Design uart_rx, sky130hd; sources not shown.
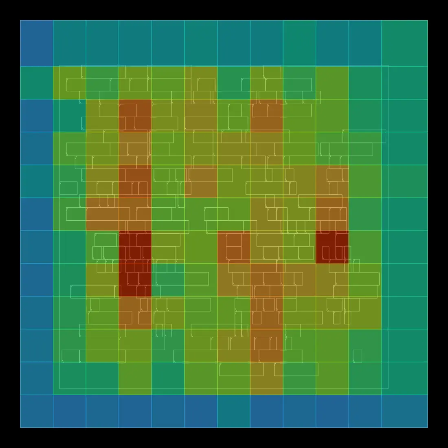
Figure 1: track usage over the die.
overall global routing resource usage: 11.3%
met1 Usage GRT: 13.1%
average wire length per cell after detail routing: 15.8 um
final design utilization: 47.4%

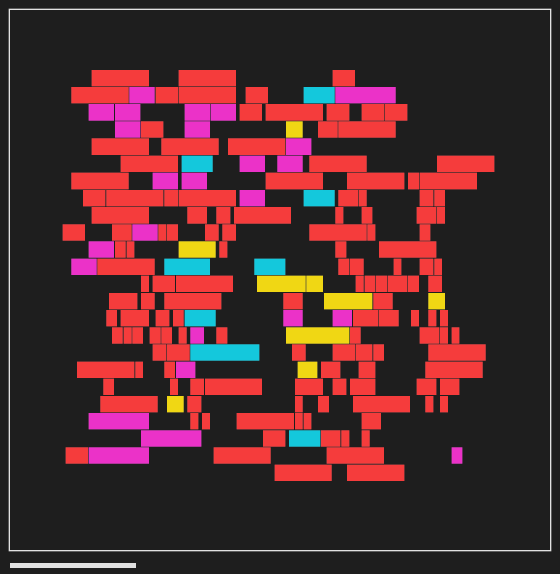
Figure 2: cells by drive strength.
Scale bar: 20 um.
colour	size	cells	share
yellow	x3 and x4	9	4.9%
red	x1 and smaller	140	77%
cyan	x6 and larger	8	4.4%
magenta	x2	25	14%
minimum setup slack in the final design: 0.173 ns
area grow syn2layout: 17.8%
Non-Clock Buffer Count: 19
Post-Layout Inst Area: 2220 um2

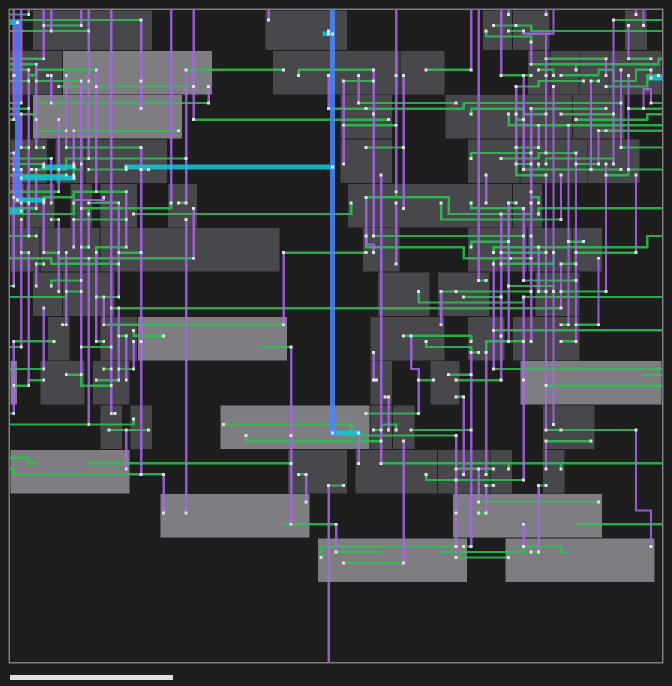
Figure 3: zoomed window.
Scale bar: 10 um. Region (23, 6) to (63, 46) um. Cells in grey, sequential cells in the stronger grey; small squares are vias.
colour	layer
green	M1
blue	M4
cyan	M3
purple	M2
most frequent	dfrtp_1 (9), nand3_1 (7), nor2_1 (5)
sequential cells in the window	10
cells with their middle in the window	70

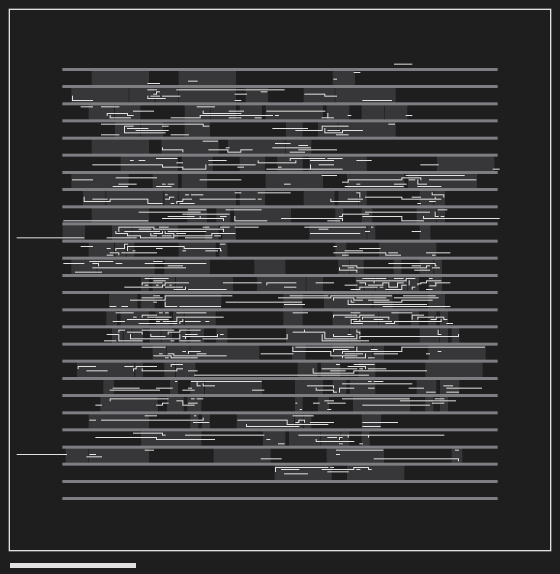
Figure 4: the metal 1 layer.
Scale bar: 20 um. Supply wires on this layer in grey.
longest straight run	27.6 um
share of all routed wire	46%
wire length on this layer	1,710 um
main direction	horizontal
total wire length: 3720 um
number of vias in the routed layout: 1,312

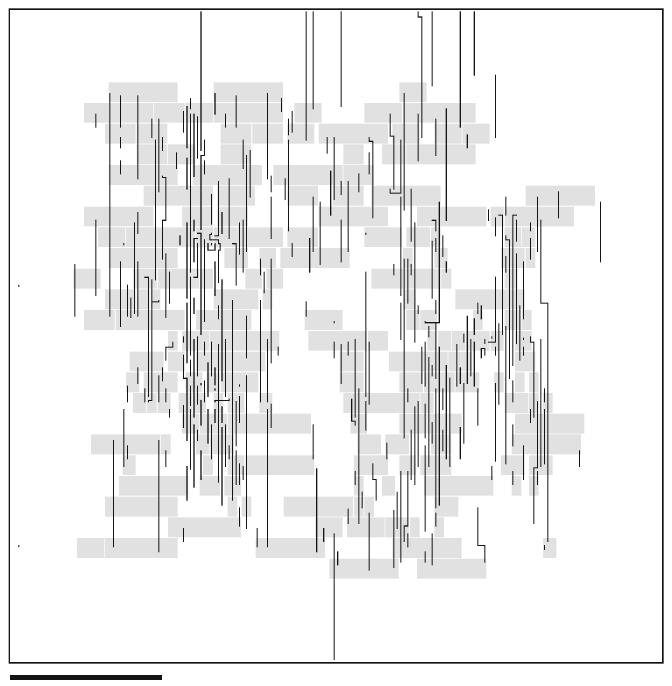
Figure 5: metal 2.
Scale bar: 20 um.
longest straight run	31.3 um
nets with wire on the layer	166
wire length on this layer	1,810 um
global-route track usage on met2: 18.6%

==> results.rst <==
Implementation results
======================

.. list-table::
   :header-rows: 1

   * - Metric
     - Value
   * - Mean instance size in the synthesized netlist
     - approximately 12 um2
   * - Max-capacitance violation count
     - 0
   * - Main flop type
     - dfrtp_1
   * - Total tool warning count
     - 26
   * - Clock root buffer master
     - clkbuf_8
   * - Yosys stat area
     - roughly 1900 um2
   * - Maximum clock insertion buffer count
     - 2
   * - Count of inserted antenna diode cells
     - 0
   * - Hold_ws
     - between 0.04 and 0.05 ns
   * - Crit-path leading delay family
     - simple AND/OR/NAND/NOR gates
   * - Worst setup EP type
     - register
   * - Most popular library cell in the synthesized design by count
     - dfrtp_1
   * - Library cell contributing the largest single delay on the critical path
     - nor4b_1
   * - Actual transition at the worst max-transition pin
     - between 0.8 and 0.9 ns
   * - Sequential element share of the synthesized area
     - a little over half
   * - Worst Path Class, Setup
     - reg2reg
   * - Result of the run
     - complete, no violations
   * - Worst setup slack for register-to-register paths
     - between 0.15 and 0.2 ns
   * - Final cycle utilization of the critical path
     - 92.2%
   * - Clk sinks
     - approximately 40
   * - Logic pwr share
     - roughly 13%
   * - Series of cell instances along the critical path
     - ha_1, and3b_1, nand4_4, nor4b_1, mux2_2
   * - Fraction of power consumed by the clock network
     - between 30% and 40%
   * - Synthesized Nets
     - about 170
   * - Count of buffers added by post-CTS timing repair for setup
     - 0
   * - Post-synth EDFFs
     - 0
   * - Number of standard-cell rows in the floorplan
     - 25
## power by group through the flow
stage	clock [W]	sequential, W	combinational (W)
6_report	0.000623	0.000854	0.000214
5_1_grt	0.000674	0.000863	0.000238
4_1_cts	0.000648	0.000854	0.000221
3_5_place_dp	0	0.000867	0.000221
3_3_place_gp	0	0.000865	0.000216
2_1_floorplan	0	0.000834	0.000187
## layout by cell type (no fill, tap or decap), types with 2 or more instances in the layout
master,n
ha_1,3
xnor2_1,8
a31oi_1,2
dlygate4sd3_1,3
clkdlybuf4s50_1,9
dfstp_2,4
or3b_2,2
nor2_1,14
o21ai_0,2
nand2_1,7
xor2_1,2
dfrtp_1,36
buf_4,4
nor4_1,3
clkbuf_8,6
inv_1,7
or3_1,3
nor2b_1,2
nand4b_1,2
nand4_1,4
a21oi_1,2
nor3_1,6
mux2_2,16
nand3_1,13
## stage by stage
step	cell area [um2]	power, W
after floorplan	1890	0.00102
after global placement	2090	0.00108
after detailed placement	2090	0.00109
after CTS	2210	0.00172
after global routing	2220	0.00178
final	2220	0.00169
## kinds of logic (layout without fill, tap and decap cells)
kind of cell / Yosys count / after routing / share of synthesized area [%]
muxes: 16 / 16 / 9.54
AOI/OAI and AO/OA: 9 / 9 / 4.24
buffers and inverters: 15 / 34 / 3.11
DFF: 40 / 40 / 53.3
xor gates and xnor gates: 10 / 10 / 4.64
and+or+nand+nor: 70 / 70 / 23.2
adders and majority gates: 3 / 3 / 1.99
## cell type report
| type | count | area (um2) | area share (%) |
|---|---|---|---|
| repair buffers | 19 | 179 | 8.05 |
| inverters | 7 | 26.3 | 1.18 |
| flip-flops and latches | 40 | 1010 | 45.2 |
| well taps | 54 | 67.6 | 3.04 |
| multi-input cells | 108 | 823 | 37.0 |
| clock buffers | 6 | 82.6 | 3.71 |
| clock inverters | 2 | 38.8 | 1.74 |
## per-layer routing
layer | track usage, % | up-vias | part of all wire, %
met3 | 3.25 | 8 | 3.6
li1 | - | 613 | -
met2 | 18.6 | 27 | 49
met1 | 13.1 | 664 | 46
met5 | 0 | - | 0
met4 | 5.57 | 0 | 1.8
Power is estimated from default activity; no workload was simulated.
